**src/rtl/biu_pkg.sv**
```systemverilog
// rtl/biu_pkg.sv - shared ack encodings, type bit positions and FSM states for biu_arb_n
// Ports: none (package).
package biu_pkg;

  // Ack encoding, shared by pj_ack and the per-channel ch_ack fields.
  localparam logic [1:0] ACK_NONE = 2'b00;
  localparam logic [1:0] ACK_OK   = 2'b01;
  localparam logic [1:0] ACK_MERR = 2'b10;
  localparam logic [1:0] ACK_TOUT = 2'b11;

  // Bit positions inside the 4-bit transfer type.
  localparam int TYPE_WR_BIT    = 0;
  localparam int TYPE_BURST_BIT = 2;

  typedef enum logic [1:0] {
    ST_IDLE = 2'd0,
    ST_ADDR = 2'd1,
    ST_DATA = 2'd2
  } biu_state_e;

endpackage

```
**src/rtl/biu_arb_n_if.sv**
```systemverilog
// rtl/biu_arb_n_if.sv - requester-side and pj-side bus bundle for biu_arb_n
// Signals:
//   ch_req/ch_addr/ch_type/ch_size/ch_wdata : flattened per-channel requests
//   ch_ack (2b per channel), biu_data        : per-channel responses
//   pj_*                                     : single external memory bus
// Modports: master = the BIU, slave = requesters plus memory controller.
interface biu_arb_n_if #(
  parameter int NUM_CH = 2
);
  logic [NUM_CH-1:0]    ch_req;
  logic [NUM_CH*32-1:0] ch_addr;
  logic [NUM_CH*4-1:0]  ch_type;
  logic [NUM_CH*2-1:0]  ch_size;
  logic [NUM_CH*32-1:0] ch_wdata;
  logic [NUM_CH*2-1:0]  ch_ack;
  logic [31:0]          biu_data;
  logic [29:0]          pj_addr;
  logic [31:0]          pj_data_out;
  logic [31:0]          pj_data_in;
  logic                 pj_tv;
  logic                 pj_ale;
  logic [1:0]           pj_size;
  logic [3:0]           pj_type;
  logic [1:0]           pj_ack;

  modport master (
    input  ch_req, ch_addr, ch_type, ch_size, ch_wdata, pj_data_in, pj_ack,
    output ch_ack, biu_data, pj_addr, pj_data_out, pj_tv, pj_ale, pj_size, pj_type
  );

  modport slave (
    output ch_req, ch_addr, ch_type, ch_size, ch_wdata, pj_data_in, pj_ack,
    input  ch_ack, biu_data, pj_addr, pj_data_out, pj_tv, pj_ale, pj_size, pj_type
  );
endinterface

```
**src/rtl/biu_rr_arb.sv**
```systemverilog
// rtl/biu_rr_arb.sv - combinational round-robin / fixed-priority request arbiter
// Ports:
//   req_i [NUM_CH]  request vector
//   ptr_i [IW]      round-robin start index (ignored when RR_EN = 0)
//   gnt_o [NUM_CH]  one-hot grant
//   idx_o [IW]      binary index of the grant
//   any_o           at least one request present
module biu_rr_arb #(
  parameter int NUM_CH = 2,
  parameter int RR_EN  = 1,
  localparam int IW    = (NUM_CH > 1) ? $clog2(NUM_CH) : 1
) (
  input  logic [NUM_CH-1:0] req_i,
  input  logic [IW-1:0]     ptr_i,
  output logic [NUM_CH-1:0] gnt_o,
  output logic [IW-1:0]     idx_o,
  output logic              any_o
);

  // Two passes stand in for a rotating search: the first only considers
  // indices at or above the pointer, the second wraps back to index 0.
  // In fixed mode the first pass already covers every index.
  always_comb begin
    gnt_o = '0;
    idx_o = '0;
    any_o = 1'b0;
    for (int i = 0; i < NUM_CH; i++) begin
      if (!any_o && req_i[i] && ((RR_EN == 0) || (i >= int'(ptr_i)))) begin
        any_o    = 1'b1;
        gnt_o[i] = 1'b1;
        idx_o    = IW'(i);
      end
    end
    for (int i = 0; i < NUM_CH; i++) begin
      if (!any_o && req_i[i]) begin
        any_o    = 1'b1;
        gnt_o[i] = 1'b1;
        idx_o    = IW'(i);
      end
    end
  end

endmodule

```
**src/rtl/biu_arb_n.sv**
```systemverilog
// rtl/biu_arb_n.sv - NUM_CH-way arbiter onto the pj_* memory bus with bursts and timeout
// Ports:
//   clk    core clock
//   reset  asynchronous active-high reset
//   bus    biu_arb_n_if.master: per-channel requests/acks and the pj_* bus
module biu_arb_n
  import biu_pkg::*;
#(
  parameter int NUM_CH    = 2,
  parameter int BURST_LEN = 4,
  parameter int TIMEOUT   = 255,
  parameter int RR_EN     = 1
) (
  input  logic       clk,
  input  logic       reset,
  biu_arb_n_if.master bus
);

  localparam int IW = (NUM_CH > 1) ? $clog2(NUM_CH) : 1;
  localparam int BW = $clog2(BURST_LEN);

  localparam logic [1:0] S_IDLE = ST_IDLE;
  localparam logic [1:0] S_ADDR = ST_ADDR;
  localparam logic [1:0] S_DATA = ST_DATA;

  logic [1:0]    state_q, state_d;
  logic [IW-1:0] gidx_q, gidx_d;
  logic [IW-1:0] rr_q, rr_d;
  logic [29:0]   addr_q, addr_d;
  logic [3:0]    type_q, type_d;
  logic [1:0]    size_q, size_d;
  logic [31:0]   wdata_q, wdata_d;
  logic [BW-1:0] beat_q, beat_d;
  logic [15:0]   timer_q, timer_d;

  logic [NUM_CH-1:0] gnt_oh;
  logic [IW-1:0]     win_idx;
  logic              any_req;

  logic [31:0] sel_addr;
  logic [3:0]  sel_type;
  logic [1:0]  sel_size;
  logic [31:0] sel_wdata;
  logic        unused_addr_lsb;

  logic        tout;
  logic [1:0]  ack_v;
  logic [NUM_CH*2-1:0] ch_ack_c;
  logic [29:0] wrap_addr;

  biu_rr_arb #(
    .NUM_CH (NUM_CH),
    .RR_EN  (RR_EN)
  ) u_arb (
    .req_i (bus.ch_req),
    .ptr_i (rr_q),
    .gnt_o (gnt_oh),
    .idx_o (win_idx),
    .any_o (any_req)
  );

  // AND-OR mux of the winning channel's fields, driven by the one-hot grant.
  always_comb begin
    sel_addr  = '0;
    sel_type  = '0;
    sel_size  = '0;
    sel_wdata = '0;
    for (int i = 0; i < NUM_CH; i++) begin
      if (gnt_oh[i]) begin
        sel_addr  = sel_addr  | bus.ch_addr[32*i +: 32];
        sel_type  = sel_type  | bus.ch_type[4*i +: 4];
        sel_size  = sel_size  | bus.ch_size[2*i +: 2];
        sel_wdata = sel_wdata | bus.ch_wdata[32*i +: 32];
      end
    end
  end

  // Byte offset within a word never reaches the word-addressed bus.
  assign unused_addr_lsb = ^sel_addr[1:0];

  // Advance within the aligned BURST_LEN-word block: only the low BW bits count.
  assign wrap_addr = {addr_q[29:BW], addr_q[BW-1:0] + BW'(1)};

  assign tout = (state_q == S_DATA) && (timer_q == 16'(TIMEOUT));

  always_comb begin
    state_d = state_q;
    gidx_d  = gidx_q;
    rr_d    = rr_q;
    addr_d  = addr_q;
    type_d  = type_q;
    size_d  = size_q;
    wdata_d = wdata_q;
    beat_d  = beat_q;
    timer_d = timer_q;
    case (state_q)
      S_IDLE: begin
        if (any_req) begin
          state_d = S_ADDR;
          gidx_d  = win_idx;
          addr_d  = sel_addr[31:2];
          type_d  = sel_type;
          size_d  = sel_size;
          wdata_d = sel_wdata;
          beat_d  = '0;
          timer_d = '0;
          if (RR_EN != 0) begin
            rr_d = (int'(win_idx) == NUM_CH - 1) ? '0 : win_idx + IW'(1);
          end
        end
      end
      S_ADDR: state_d = S_DATA;
      S_DATA: begin
        if (tout) begin
          state_d = S_IDLE;
          timer_d = '0;
        end else begin
          case (bus.pj_ack)
            ACK_NONE: timer_d = timer_q + 16'd1;
            ACK_OK: begin
              timer_d = '0;
              beat_d  = beat_q + BW'(1);
              if (!type_q[TYPE_BURST_BIT] || (beat_q == BW'(BURST_LEN - 1))) begin
                state_d = S_IDLE;
              end else begin
                addr_d = wrap_addr;
              end
            end
            default: begin
              // Memory error or bus error: abandon the rest of any burst.
              timer_d = '0;
              state_d = S_IDLE;
            end
          endcase
        end
      end
      default: state_d = S_IDLE;
    endcase
  end

  always_ff @(posedge clk or posedge reset) begin
    if (reset) begin
      state_q <= S_IDLE;
      gidx_q  <= '0;
      rr_q    <= '0;
      addr_q  <= '0;
      type_q  <= '0;
      size_q  <= '0;
      wdata_q <= '0;
      beat_q  <= '0;
      timer_q <= '0;
    end else begin
      state_q <= state_d;
      gidx_q  <= gidx_d;
      rr_q    <= rr_d;
      addr_q  <= addr_d;
      type_q  <= type_d;
      size_q  <= size_d;
      wdata_q <= wdata_d;
      beat_q  <= beat_d;
      timer_q <= timer_d;
    end
  end

  // Acks reach only the granted channel and only while in DATA; a timeout
  // overrides whatever the bus shows in that cycle.
  assign ack_v = tout ? ACK_TOUT : bus.pj_ack;

  always_comb begin
    ch_ack_c = '0;
    if (state_q == S_DATA) begin
      for (int i = 0; i < NUM_CH; i++) begin
        if (gidx_q == IW'(i)) begin
          ch_ack_c[2*i +: 2] = ack_v;
        end
      end
    end
  end

  assign bus.ch_ack      = ch_ack_c;
  assign bus.biu_data    = bus.pj_data_in;
  assign bus.pj_ale      = (state_q == S_ADDR);
  assign bus.pj_tv       = (state_q == S_ADDR) || ((state_q == S_DATA) && !tout);
  assign bus.pj_addr     = addr_q;
  assign bus.pj_type     = type_q;
  assign bus.pj_size     = size_q;
  assign bus.pj_data_out = wdata_q;

endmodule
```
**src/flat_wrapper.sv**
```systemverilog
// flat-port wrapper written by rule: the top's interface ports become plain ports
module biu_arb_n_flat import biu_pkg::*;
#(
  parameter int NUM_CH    = 2,
  parameter int BURST_LEN = 4,
  parameter int TIMEOUT   = 255,
  parameter int RR_EN     = 1
)
  (clk, reset, bus_ch_req, bus_ch_addr, bus_ch_type, bus_ch_size, bus_ch_wdata, bus_pj_data_in, bus_pj_ack, bus_ch_ack, bus_biu_data, bus_pj_addr, bus_pj_data_out, bus_pj_tv, bus_pj_ale, bus_pj_size, bus_pj_type);
  biu_arb_n_if #(.NUM_CH(NUM_CH)) bus_i ();
  input  logic clk;
  input  logic reset;
  input wire logic [$bits(bus_i.ch_req)-1:0] bus_ch_req;
  input wire logic [$bits(bus_i.ch_addr)-1:0] bus_ch_addr;
  input wire logic [$bits(bus_i.ch_type)-1:0] bus_ch_type;
  input wire logic [$bits(bus_i.ch_size)-1:0] bus_ch_size;
  input wire logic [$bits(bus_i.ch_wdata)-1:0] bus_ch_wdata;
  input wire logic [$bits(bus_i.pj_data_in)-1:0] bus_pj_data_in;
  input wire logic [$bits(bus_i.pj_ack)-1:0] bus_pj_ack;
  output wire logic [$bits(bus_i.ch_ack)-1:0] bus_ch_ack;
  output wire logic [$bits(bus_i.biu_data)-1:0] bus_biu_data;
  output wire logic [$bits(bus_i.pj_addr)-1:0] bus_pj_addr;
  output wire logic [$bits(bus_i.pj_data_out)-1:0] bus_pj_data_out;
  output wire logic [$bits(bus_i.pj_tv)-1:0] bus_pj_tv;
  output wire logic [$bits(bus_i.pj_ale)-1:0] bus_pj_ale;
  output wire logic [$bits(bus_i.pj_size)-1:0] bus_pj_size;
  output wire logic [$bits(bus_i.pj_type)-1:0] bus_pj_type;
  assign bus_i.ch_req = bus_ch_req;
  assign bus_i.ch_addr = bus_ch_addr;
  assign bus_i.ch_type = bus_ch_type;
  assign bus_i.ch_size = bus_ch_size;
  assign bus_i.ch_wdata = bus_ch_wdata;
  assign bus_i.pj_data_in = bus_pj_data_in;
  assign bus_i.pj_ack = bus_pj_ack;
  assign bus_ch_ack = bus_i.ch_ack;
  assign bus_biu_data = bus_i.biu_data;
  assign bus_pj_addr = bus_i.pj_addr;
  assign bus_pj_data_out = bus_i.pj_data_out;
  assign bus_pj_tv = bus_i.pj_tv;
  assign bus_pj_ale = bus_i.pj_ale;
  assign bus_pj_size = bus_i.pj_size;
  assign bus_pj_type = bus_i.pj_type;
  biu_arb_n #(.NUM_CH(NUM_CH), .BURST_LEN(BURST_LEN), .TIMEOUT(TIMEOUT), .RR_EN(RR_EN)) u_core (.clk(clk), .reset(reset), .bus(bus_i));
endmodule
```
**config.mk**
```make
export PLATFORM = sky130hd
export DESIGN_NAME = biu_arb_n_flat
export DESIGN_NICKNAME = d
export VERILOG_FILES = /design/src/rtl/biu_pkg.sv /design/src/rtl/biu_arb_n_if.sv /design/src/rtl/biu_rr_arb.sv /design/src/rtl/biu_arb_n.sv /design/src/flat_wrapper.sv
export SDC_FILE = /design/constraint.sdc
export NUM_CORES = 1
export LEC_CHECK = 0
export CAP_MARGIN = 20
export CORE_AREA = 2 2 110 112
export CTS_CLUSTER_SIZE = 40
export DETAILED_ROUTE_END_ITERATION = 10
export DIE_AREA = 0 0 112 114
export PLACE_DENSITY = 0.85
export SYNTH_ARGS = -nofsm -noshare
export SYNTH_HDL_FRONTEND = slang
export SYNTH_SLANG_ARGS = --single-unit
```
**constraint.sdc**
```tcl
create_clock -name clk -period 8.4 [get_ports clk]
set_clock_uncertainty 0.2 [all_clocks]
set_input_delay 1.68 -clock clk [delete_from_list [all_inputs] [get_ports clk]]
set_output_delay 1.68 -clock clk [all_outputs]
set_load 0.02 [all_outputs]
```
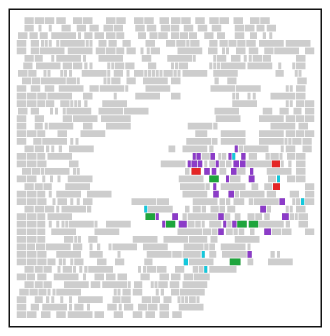
Fig. 1. Gate-type map.
legend:
  inverters:
    colour: cyan
    cells: 7
  multiplexers:
    colour: green
    cells: 6
  AND-OR and OR-AND gates:
    colour: red
    cells: 3
  NAND gates:
    colour: purple
    cells: 34

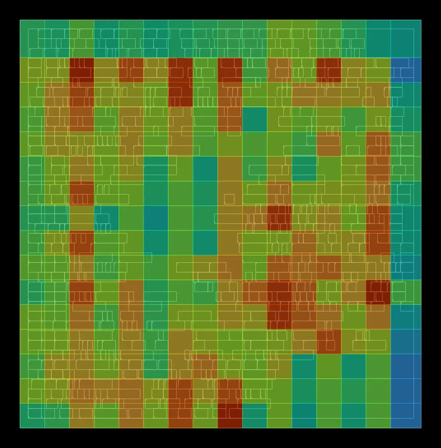
Fig. 2. Track usage over the die.
routed wirelength normalized by instance count: 16.6 um
Global Route Usage Sum: 20.0%
met3 usage: 4.25%
core occupancy in the finished layout: 58.7%
most used routing layer: met2

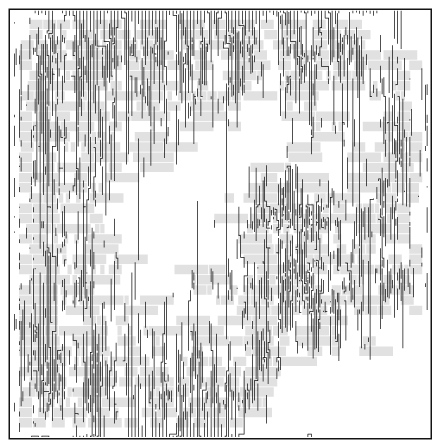
Fig. 3. Metal 2.
longest straight run: 68.0 um
share of all routed wire: 54%
total length of routed wires: 13.2 mm
global-route track usage on met2: 37.1%
total via count after detailed routing: 4312

==> reports/summary.rpt <==
====================================================================================
Post-CTS Resized ......................................................            0
Vertical die size .....................................................       114 um
Combinational Power Share .............................................        50.7%
Yosys top cell area share .............................................        50.0%
Crit path cell chain .................................................. clkdlybuf4s50_1 -> nor2_1 -> nor3_1 -> clkdlybuf4s50_1
Tap cell count ........................................................          147
Remaining Overflow, GRT ...............................................            0
Via count of the first global-routing pass ............................         4075
Routed metal-1 wire length ............................................      4.90 mm
Slowest cell on the critical path ..................................... clkdlybuf4s50_1
Top Ports .............................................................          284
Average vias per placed instance ......................................         5.42
Final Setup Violations ................................................            0
Seq. pwr ..............................................................   0.000737 W
Cts hold-fix bufs .....................................................            0
FP Util ...............................................................        38.5%
Netlist area before placement .........................................    4500 um^2
Global-route wire length before repair ................................      20.5 mm
Parity-gate share of the synthesized area counting xor and xnor cells .       0.583%
Number of enable-type register cells in the synthesized netlist .......            0
Post-detailed-placement half-perimeter wirelength .....................      9.93 mm
Synth area leader .....................................................      dfrtp_1
Cell Int Power ........................................................    0.00143 W
Number of non-clock inverters .........................................            7
Transition time of the tightest slew-check pin ........................     0.837 ns
Highest Signal Layer ..................................................         met4
Cell class with the largest area share ................................ sequential cells
NetSw .................................................................   0.000928 W
Residual DRC count ....................................................            0
Max Fclk ..............................................................      200 MHz
Number of I/O port buffers ............................................          215
Cell leakage power ....................................................      2.73 nW
Reg clk slew, reported paths ..........................................      0.06 ns
Fraction of layout cells with a size suffix above 1 ...................        5.08%
Setup Total Neg Slack .................................................         0 ns
Mi-comb count .........................................................          315
Post-DRT Antenna Nets .................................................            0
Number of signal-net buffers in the layout ............................          221
Number of antenna diodes ..............................................            0
Critical setup path kind ..............................................    in -> out
CP Launch Type ........................................................   input port
Fraction of area in multi-input gates .................................        27.1%
Worst Path Required ...................................................      6.52 ns
MUX area fraction .....................................................        1.36%
Pwr dens ..............................................................  343 nW/um^2
Arrival @ worst endpoint ..............................................      3.12 ns
Main power group ...................................................... combinational cells
Final total power .....................................................    0.00236 W
Commonest register cell after synthesis ...............................      dfrtp_1
Yosys top cell by instances ...........................................       nor2_1
Number of iterations in the first detailed-routing pass ...............            4
Cell total in the yosys stat output ...................................          478
Core area .............................................................   11700 um^2
Maximum level of the CTS H-tree .......................................            3
Worst IR drop on VDD ..................................................     0.153 mV
Fraction of standard cell area that is sequential .....................        32.8%
Ys Warns ..............................................................            0
Yosys reg bits ........................................................           90
Post-CTS setup buffer count ...........................................            0
Total clock buffers created by CTS ....................................            9
TritonCTS sink count ..................................................           90
Critical Path Most Common Cell ........................................ clkdlybuf4s50_1
Max FFs per register ..................................................           32
Top cell types by occurrence after synthesis .......................... nor2_1, dfrtp_1, a221oi_1, buf_4, clkbuf_1
Hold Path Class .......................................................   reg -> reg
Total nets after synthesis ............................................          658
Final hold violation count ............................................            0
Run status ............................................................    completed
Pin count of the biggest net entering global routing ..................           91
Dpl cell area .........................................................    6530 um^2
Number of cell rows ...................................................           40
Worst slew margin relative to its limit ...............................        44.1%
Layout Cell Area excl Fill ............................................    6870 um^2
Clk Tree Root Cell ....................................................    clkbuf_16
Clock group share of total power ......................................        18.0%
Met1 Use GR ...........................................................        23.1%
Tally of OpenROAD warnings ............................................           30
Starting DRC count in detailed routing ................................          220
Die span in x .........................................................       112 um
Insertion delay at the late pin of the worst-skew pair ................      0.32 ns
Commonest non-fill, non-tap cells in the layout ....................... clkdlybuf4s50_1, nor2_1, dfrtp_1, a221oi_1, nand2_1
Clock group power .....................................................   0.000424 W
Cell Type Count .......................................................           48
Maximum fanout count along the critical path ..........................            5
Post-route fraction of the period consumed by the critical path .......        59.5%
Number of placed cells counting well taps .............................          779
Flip-flops ............................................................           90
Total met3 wirelength after detailed routing ..........................       884 um
Minimum clock period ..................................................      5.00 ns
Gpl congestion ........................................................        0.827
Routed met2 length ....................................................      7.19 mm
Instance count of the mapped netlist ..................................          478
Fraction of power spent switching nets ................................        39.4%
Sequential element share of the synthesized area ......................        50.0%
Maximum clock insertion buffer count ..................................            2
Proportion of cell area spent on the clock network ....................        4.66%
====================================================================================
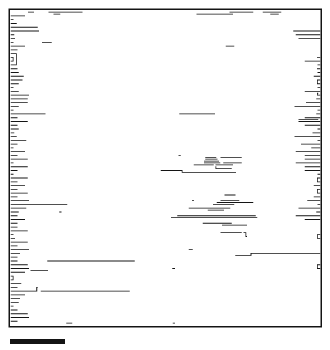
Fig. 4. Metal 3.
Scale bar: 20 um.
main direction: horizontal
longest straight run: 31.7 um
nets with wire on the layer: 154
wire length on this layer: 884 um
share of all routed wire: 6.7%

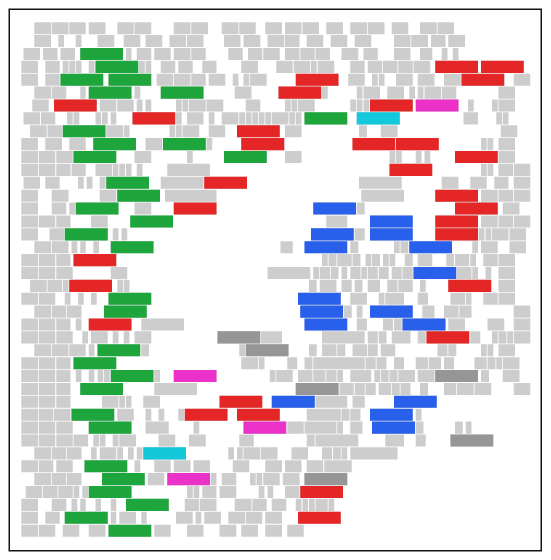
Fig. 5. Register map, names as in the netlist.
legend:
  u_core.bus.pj_size:
    colour: cyan
    flops: 2
  u_core.bus.pj_data_out:
    colour: green
    flops: 32
    where: a column on the left
  u_core.bus.pj_type:
    colour: magenta
    flops: 4
  u_core.timer_q:
    colour: blue
    flops: 16
    where: right middle
  u_core.bus.pj_addr:
    colour: red
    flops: 30
    where: spread over the die

## worst paths after layout
path / cells past startpoint / start / endpoint / slack, ns
max in group asynchronous: 4 / reset / u_core.bus.pj_data_out[30]$_DFFE_PP0P_ / 5.77
worst min-delay path: 1 / u_core.beat_q[0]$_DFFE_PP0P_ / u_core.beat_q[0]$_DFFE_PP0P_ / 0.29
worst max-delay path: 4 / bus_pj_ack[1] / bus_ch_ack[1] / 3.40
worst max register to register: 4 / u_core.rr_q$_DFFE_PP0P_ / u_core.bus.pj_data_out[11]$_DFFE_PP0P_ / 6.15
worst min register to register: 1 / u_core.beat_q[0]$_DFFE_PP0P_ / u_core.beat_q[0]$_DFFE_PP0P_ / 0.29
min in group asynchronous: 3 / reset / u_core.bus.pj_addr[28]$_DFFE_PP0P_ / 1.59
Power is estimated from default activity; no workload was simulated.
